[src/rtl/servo_frame_scheduler.sv]
// Frame-rate servo command scheduler: conditions joystick samples, slews the committed
// X/Y commands toward the targets once per frame, and ramps to centre when samples stop.
module servo_frame_scheduler #(
  parameter int FRAME_CYCLES   = 2_000_000,
  parameter int MIN_US         = 1000,
  parameter int MAX_US         = 2000,
  parameter int CENTER_US      = 1500,
  parameter int DEADBAND       = 20,
  parameter int MAX_STEP       = 50,
  parameter int TIMEOUT_FRAMES = 10
) (
  input  logic        clk,
  input  logic        rst,
  input  logic        sample_valid,
  input  logic [10:0] x_in,
  input  logic [10:0] y_in,
  output logic [10:0] x_cmd,
  output logic [10:0] y_cmd,
  output logic        commit,
  output logic        failsafe
);

  localparam int                CNT_W     = $clog2(FRAME_CYCLES);
  localparam logic [CNT_W-1:0]  LAST_CNT  = CNT_W'(FRAME_CYCLES - 1);
  localparam logic [10:0]       MIN_V     = 11'(MIN_US);
  localparam logic [10:0]       MAX_V     = 11'(MAX_US);
  localparam logic [10:0]       CENTER_V  = 11'(CENTER_US);
  localparam logic [10:0]       DB_LO     = 11'(CENTER_US - DEADBAND);
  localparam logic [10:0]       DB_HI     = 11'(CENTER_US + DEADBAND);
  localparam logic [10:0]       STEP_V    = 11'(MAX_STEP);
  localparam logic signed [11:0] STEP_S   = 12'(MAX_STEP);
  localparam logic [7:0]        TIMEOUT_V = 8'(TIMEOUT_FRAMES);

  typedef enum logic {ST_FAILSAFE = 1'b0, ST_RUN = 1'b1} state_t;

  state_t           state, state_nxt;
  logic [CNT_W-1:0] frame_cnt, frame_cnt_nxt;
  logic [7:0]       missed, missed_nxt, missed_upd;
  logic             seen, seen_nxt, seen_now;
  logic             terminal, timeout, commit_nxt;
  logic [10:0]      x_tgt, y_tgt, x_tgt_nxt, y_tgt_nxt;
  logic [10:0]      x_cmd_nxt, y_cmd_nxt, x_step_tgt, y_step_tgt;

  function automatic logic [10:0] condition(input logic [10:0] v);
    logic [10:0] c;
    if (v < MIN_V)      c = MIN_V;
    else if (v > MAX_V) c = MAX_V;
    else                c = v;
    if (c >= DB_LO && c <= DB_HI) c = CENTER_V;
    return c;
  endfunction

  function automatic logic [10:0] slew(input logic [10:0] cmd, input logic [10:0] tgt);
    logic signed [11:0] diff;
    diff = $signed({1'b0, tgt}) - $signed({1'b0, cmd});
    if (diff > STEP_S)       return cmd + STEP_V;
    else if (diff < -STEP_S) return cmd - STEP_V;
    else                     return tgt;
  endfunction

  always_comb begin
    terminal   = (frame_cnt == LAST_CNT);
    seen_now   = seen | sample_valid;
    missed_upd = seen_now ? 8'd0 : ((missed == 8'hFF) ? missed : missed + 8'd1);
    timeout    = terminal && (state == ST_RUN) && (missed_upd >= TIMEOUT_V);
    // The frame that trips the timeout already steps toward centre.
    x_step_tgt = timeout ? CENTER_V : x_tgt;
    y_step_tgt = timeout ? CENTER_V : y_tgt;

    // NOTE: every output of this block gets a default first, so no path can infer a latch.
    state_nxt     = state;
    frame_cnt_nxt = frame_cnt + CNT_W'(1);
    seen_nxt      = seen_now;
    missed_nxt    = missed;
    commit_nxt    = 1'b0;
    x_cmd_nxt     = x_cmd;
    y_cmd_nxt     = y_cmd;
    x_tgt_nxt     = x_tgt;
    y_tgt_nxt     = y_tgt;

    if (terminal) begin
      frame_cnt_nxt = '0;
      seen_nxt      = 1'b0;
      missed_nxt    = missed_upd;
      commit_nxt    = 1'b1;
      x_cmd_nxt     = slew(x_cmd, x_step_tgt);
      y_cmd_nxt     = slew(y_cmd, y_step_tgt);
    end

    // A sample and a timeout are mutually exclusive: the sample marks the frame as seen.
    if (sample_valid) begin
      x_tgt_nxt = condition(x_in);
      y_tgt_nxt = condition(y_in);
      state_nxt = ST_RUN;
    end else if (timeout) begin
      x_tgt_nxt = CENTER_V;
      y_tgt_nxt = CENTER_V;
      state_nxt = ST_FAILSAFE;
    end
  end

  // NOTE: sequential state uses non-blocking assignments; reset is synchronous and wins.
  always_ff @(posedge clk) begin
    if (rst) begin
      state     <= ST_FAILSAFE;
      frame_cnt <= '0;
      seen      <= 1'b0;
      missed    <= 8'd0;
      commit    <= 1'b0;
      x_cmd     <= CENTER_V;
      y_cmd     <= CENTER_V;
      x_tgt     <= CENTER_V;
      y_tgt     <= CENTER_V;
    end else begin
      state     <= state_nxt;
      frame_cnt <= frame_cnt_nxt;
      seen      <= seen_nxt;
      missed    <= missed_nxt;
      commit    <= commit_nxt;
      x_cmd     <= x_cmd_nxt;
      y_cmd     <= y_cmd_nxt;
      x_tgt     <= x_tgt_nxt;
      y_tgt     <= y_tgt_nxt;
    end
  end

  assign failsafe = (state == ST_FAILSAFE);

endmodule

[config.mk]
export PLATFORM = sky130hd
export DESIGN_NAME = servo_frame_scheduler
export DESIGN_NICKNAME = d
export VERILOG_FILES = /design/src/rtl/servo_frame_scheduler.sv
export SDC_FILE = /design/constraint.sdc
export NUM_CORES = 1
export LEC_CHECK = 0
export CELL_PAD_IN_SITES_DETAIL_PLACEMENT = 2
export CELL_PAD_IN_SITES_GLOBAL_PLACEMENT = 2
export CORE_UTILIZATION = 35
export DETAILED_ROUTE_END_ITERATION = 16
export GPL_TIMING_DRIVEN = 0
export MAX_ROUTING_LAYER = met4
export PLACE_DENSITY = 0.82
export SETUP_SLACK_MARGIN = 0.15
export SLEW_MARGIN = 20
export SYNTH_ARGS = -nofsm -noshare
export SYNTH_HDL_FRONTEND = slang
export SYNTH_SLANG_ARGS = --single-unit
export TNS_END_PERCENT = 1
[constraint.sdc]
create_clock -name clk -period 6.25 [get_ports clk]
set_clock_uncertainty 0.15 [all_clocks]
set_input_delay 0.625 -clock clk [delete_from_list [all_inputs] [get_ports clk]]
set_output_delay 0.625 -clock clk [all_outputs]
set_load 0.05 [all_outputs]
Figure 1. Supply network (run 1).
Bar = 50 um. Pins as bars on the die edge. Tap cells in grey.
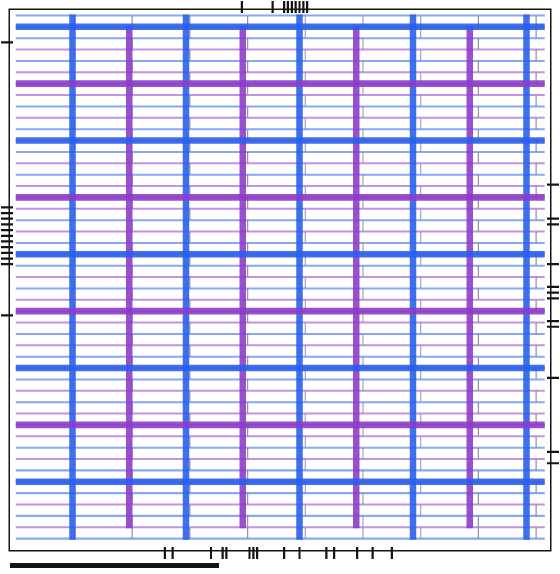
| net | colour |
|---|---|
| VDD | purple |
| VSS | blue |
met5 straps: 9
rows: 46

Figure 2. Cells coloured by class (run 1).
Bar = 50 um.
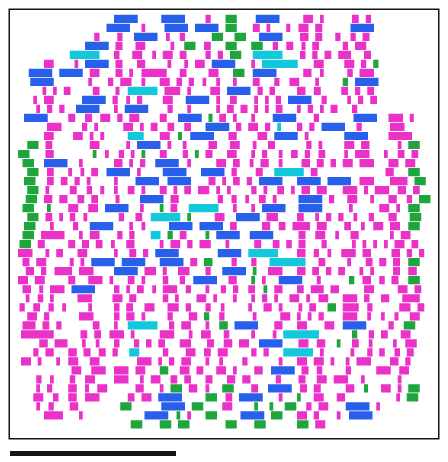
| class | colour | cells |
|---|---|---|
| other buffers and delay cells | green | 75 |
| flops | blue | 76 |
| clock drivers and dummy loads | cyan | 16 |
| combinational and other logic | magenta | 635 |

Figure 3. Clock distribution (run 1).
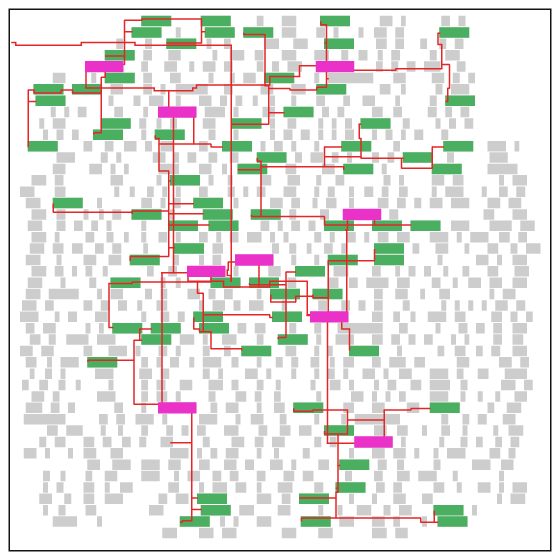
[clock wires] red | length: 1260 um
[flip-flops] green | count: 76
[clock drivers] magenta | count: 9
routed clock nets: 10

==> impl_metrics.json, run 1 <==
{
  "netlist_area_um2": 5660,
  "post-route-min-period_ns": 5.80,
  "drive_above_1_share_pct": 6.73,
  "clk_pin_slew_worst_paths_ns": 0.06,
  "path_cells": "clkdlybuf4s50_1 > or2_2 > a2111o_1 > nand4_1 > nand3_2 > clkbuf_2 > buf_4 > nand2_1 > ha_1 > inv_1 > fa_1 > a21oi_1 > o22ai_1 > o41ai_2 > xor2_1 > and2_1 > a31o_2 > buf_4 > nor2_1 > a2111oi_0 > a221oi_1",
  "gp_congestion": 0.879,
  "pg_comb_w": 0.000267,
  "cts_sinks": 76,
  "hold_class": "register to register",
  "clkCellAreaFrac_pct": 5.17,
  "synth-edff-count": 0,
  "synthTopCellsByCount": "76 x dfxtp_1, 67 x nor2_1, 65 x nand2_1",
  "regArea_um2": 1520,
  "nFillCells": 1838,
  "die_h_um": 129,
  "whs_path_depth": 1,
  "grt_pass1_wl_um": 34000,
  "critPathRequiredTime_ns": 6.28,
  "min_from": "frame_cnt[0]$_SDFF_PP0_",
  "setup_slack_ns": 0.449,
  "insertion_delay_ns": 0.36,
  "synthSimpleGateAreaFrac_pct": 27.0,
  "status": "completed",
  "largest_register": "frame_cnt",
  "yosysWarningCount": 0,
  "grtUsageMet3_pct": 3.47,
  "maxCapViolCount": 0,
  "cts_resized": 0,
  "p_seq_w": 0.000499,
  "rr_worst_depth": 20,
  "max_stage_delay_ns": 0.56,
  "cp_num_cells": 21,
  "numCtsBuffers": 9,
  "initialDrtViolationCount": 289,
  "tritoncts": "done",
  "ctsHtreeMaxLevel": 3,
  "synth_nets": 794,
  "core_area_um2": 15800,
  "finalHoldWorstSlack_ns": 0.318,
  "yosysUniqueCellTypes": 82,
  "critPathLaunch": "sample_valid",
  "n_all_buffers": 75,
  "finalSetupViolCount": 0,
  "syn_inst": 739,
  "met3WireLength_um": 552,
  "comb_cells": 585,
  "reg2reg_from": "frame_cnt[0]$_SDFF_PP0_"
}
==> run 2, diff against run 1 <==
--- a/config.mk
+++ b/config.mk
@@ -5,13 +5,14 @@
 export SDC_FILE = /design/constraint.sdc
 export NUM_CORES = 1
 export LEC_CHECK = 0
+export ABC_AREA = 1
 export CELL_PAD_IN_SITES_DETAIL_PLACEMENT = 2
 export CELL_PAD_IN_SITES_GLOBAL_PLACEMENT = 2
-export CORE_UTILIZATION = 35
+export CORE_UTILIZATION = 32
 export DETAILED_ROUTE_END_ITERATION = 16
 export GPL_TIMING_DRIVEN = 0
 export MAX_ROUTING_LAYER = met4
-export PLACE_DENSITY = 0.82
+export PLACE_DENSITY = 0.8
 export SETUP_SLACK_MARGIN = 0.15
 export SLEW_MARGIN = 20
 export SYNTH_ARGS = -nofsm -noshare
Figure 4. Wiring by layer (run 2).
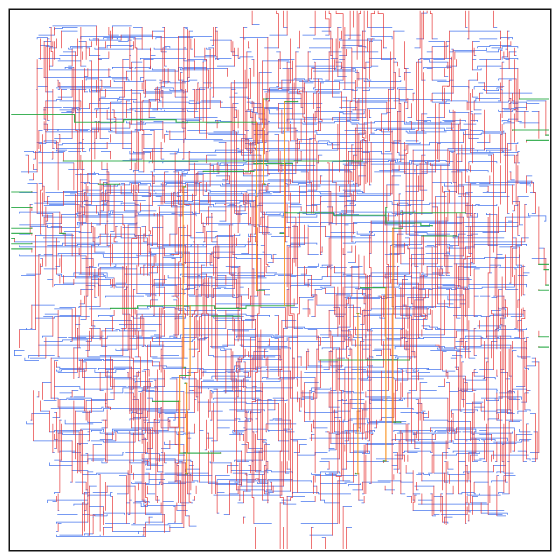
| layer | colour | wire length |
|---|---|---|
| metal 2 | red | 11400 um |
| metal 1 | blue | 9840 um |
| metal 4 | orange | 369 um |
| metal 3 | green | 440 um |

==> run 2 against run 1 <==
- clock power is 13% lower
- sequential share of layout area is 1.8 points lower
- via count is 13% higher
- routed wire length is 2.6% higher
- synthesized cell count is 37% higher
- utilization is 3.9 points lower
- cell count is 31% higher
- register-to-register slack better by 1.1 ns
- first-iteration DRC count is 46% lower
- global-route usage is 4.2 points lower
- design area is 8.8% higher
==> impl_metrics.json, run 2 <==
{
  "clk_pin_slew_worst_paths_ns": 0.07,
  "tritoncts": "done",
  "clkCellAreaFrac_pct": 4.08,
  "initialDrtViolationCount": 155,
  "maxCapViolCount": 0,
  "finalHoldWorstSlack_ns": 0.306,
  "pg_comb_w": 0.000317,
  "netlist_area_um2": 6280,
  "critPathLaunch": "frame_cnt[0]$_SDFF_PP0_",
  "insertion_delay_ns": 0.35,
  "regArea_um2": 1520,
  "numCtsBuffers": 9,
  "status": "completed",
  "hold_class": "register to register",
  "comb_cells": 753,
  "yosysWarningCount": 0,
  "grt_pass1_wl_um": 35900,
  "cts_sinks": 76,
  "reg2reg_from": "frame_cnt[0]$_SDFF_PP0_",
  "max_stage_delay_ns": 0.50,
  "synth_nets": 1064,
  "largest_register": "frame_cnt",
  "syn_inst": 1009,
  "synthTopCellsByCount": "273 x nand2_1, 146 x inv_1, 117 x nand3_1",
  "post-route-min-period_ns": 4.60,
  "yosysUniqueCellTypes": 46,
  "core_area_um2": 19000,
  "cts_resized": 0,
  "synthSimpleGateAreaFrac_pct": 40.1,
  "met3WireLength_um": 439
}
==> run 3, diff against run 2 <==
--- a/config.mk
+++ b/config.mk
@@ -8,11 +8,11 @@
 export ABC_AREA = 1
 export CELL_PAD_IN_SITES_DETAIL_PLACEMENT = 2
 export CELL_PAD_IN_SITES_GLOBAL_PLACEMENT = 2
-export CORE_UTILIZATION = 32
+export CORE_UTILIZATION = 29
 export DETAILED_ROUTE_END_ITERATION = 16
 export GPL_TIMING_DRIVEN = 0
 export MAX_ROUTING_LAYER = met4
-export PLACE_DENSITY = 0.8
+export PLACE_DENSITY = 0.77
 export SETUP_SLACK_MARGIN = 0.15
 export SLEW_MARGIN = 20
 export SYNTH_ARGS = -nofsm -noshare
==> constraint.sdc (replaced) <==
create_clock -name clk -period 4.1 [get_ports clk]
set_clock_uncertainty 0.15 [all_clocks]
set_input_delay 0.41 -clock clk [delete_from_list [all_inputs] [get_ports clk]]
set_output_delay 0.41 -clock clk [all_outputs]
set_load 0.05 [all_outputs]
Figure 5. Wiring by layer (run 3).
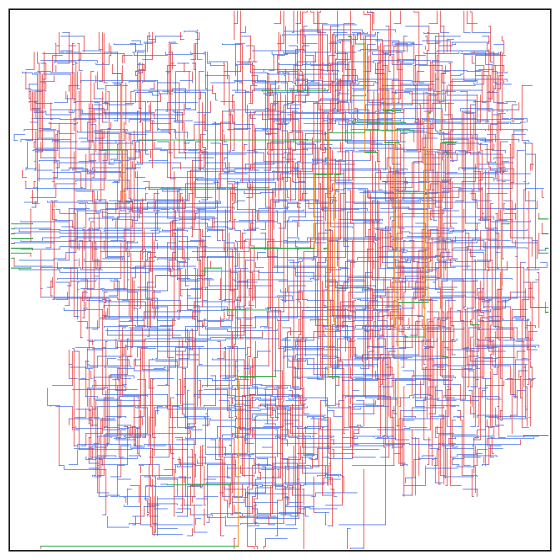
| layer | colour | wire length |
|---|---|---|
| metal 3 | green | 465 um |
| metal 2 | red | 14200 um |
| metal 4 | orange | 703 um |
| metal 1 | blue | 11800 um |

==> run 3 against run 2 <==
- hold slack worse by 0.013 ns
- first-iteration DRC count up 25%
- area after synthesis unchanged
- via count up 6.7%
- die area up 10%
- critical path depth down 3
- flip-flop count unchanged
- cell count up 4.9%
- utilization up 1.7 points
- clock power up 64%
- critical endpoint is now y_cmd[4]$_SDFFE_PP1P_
- highest routed layer unchanged
==> impl_metrics.json, run 3 <==
{
  "status": "completed",
  "hold_class": "register to register",
  "post-route-min-period_ns": 4.06,
  "met3WireLength_um": 465,
  "rr_worst_depth": 26,
  "yosysWarningCount": 0,
  "max_stage_delay_ns": 0.37,
  "regArea_um2": 1540,
  "drive_above_1_share_pct": 21.7,
  "insertion_delay_ns": 0.35,
  "comb_cells": 754,
  "grt_pass1_wl_um": 39500,
  "critPathRequiredTime_ns": 4.19,
  "setup_slack_ns": 0.0384,
  "worst_slew_pin_slew_ns": 0.817,
  "synth_nets": 1064,
  "synthTopCellsByCount": "273 x nand2_1, 146 x inv_1, 117 x nand3_1",
  "largest_register": "frame_cnt",
  "synthSimpleGateAreaFrac_pct": 40.1,
  "syn_inst": 1009,
  "clk_pin_slew_worst_paths_ns": 0.07,
  "grtUsageMet3_pct": 2.26,
  "nFillCells": 2502,
  "finalSetupViolCount": 0,
  "numCtsBuffers": 9,
  "p_seq_w": 0.000769,
  "core_area_um2": 21200,
  "ios": 49,
  "finalHoldWorstSlack_ns": 0.293,
  "min_from": "frame_cnt[0]$_SDFF_PP0_",
  "met1_usage_pct": 27.7,
  "cts_sinks": 76,
  "die_h_um": 149,
  "ctsHtreeMaxLevel": 3,
  "pg_comb_w": 0.000652,
  "critPathLaunch": "missed[1]$_SDFFE_PP0P_",
  "clkCellAreaFrac_pct": 3.67
}
Power is estimated from default activity; no workload was simulated.
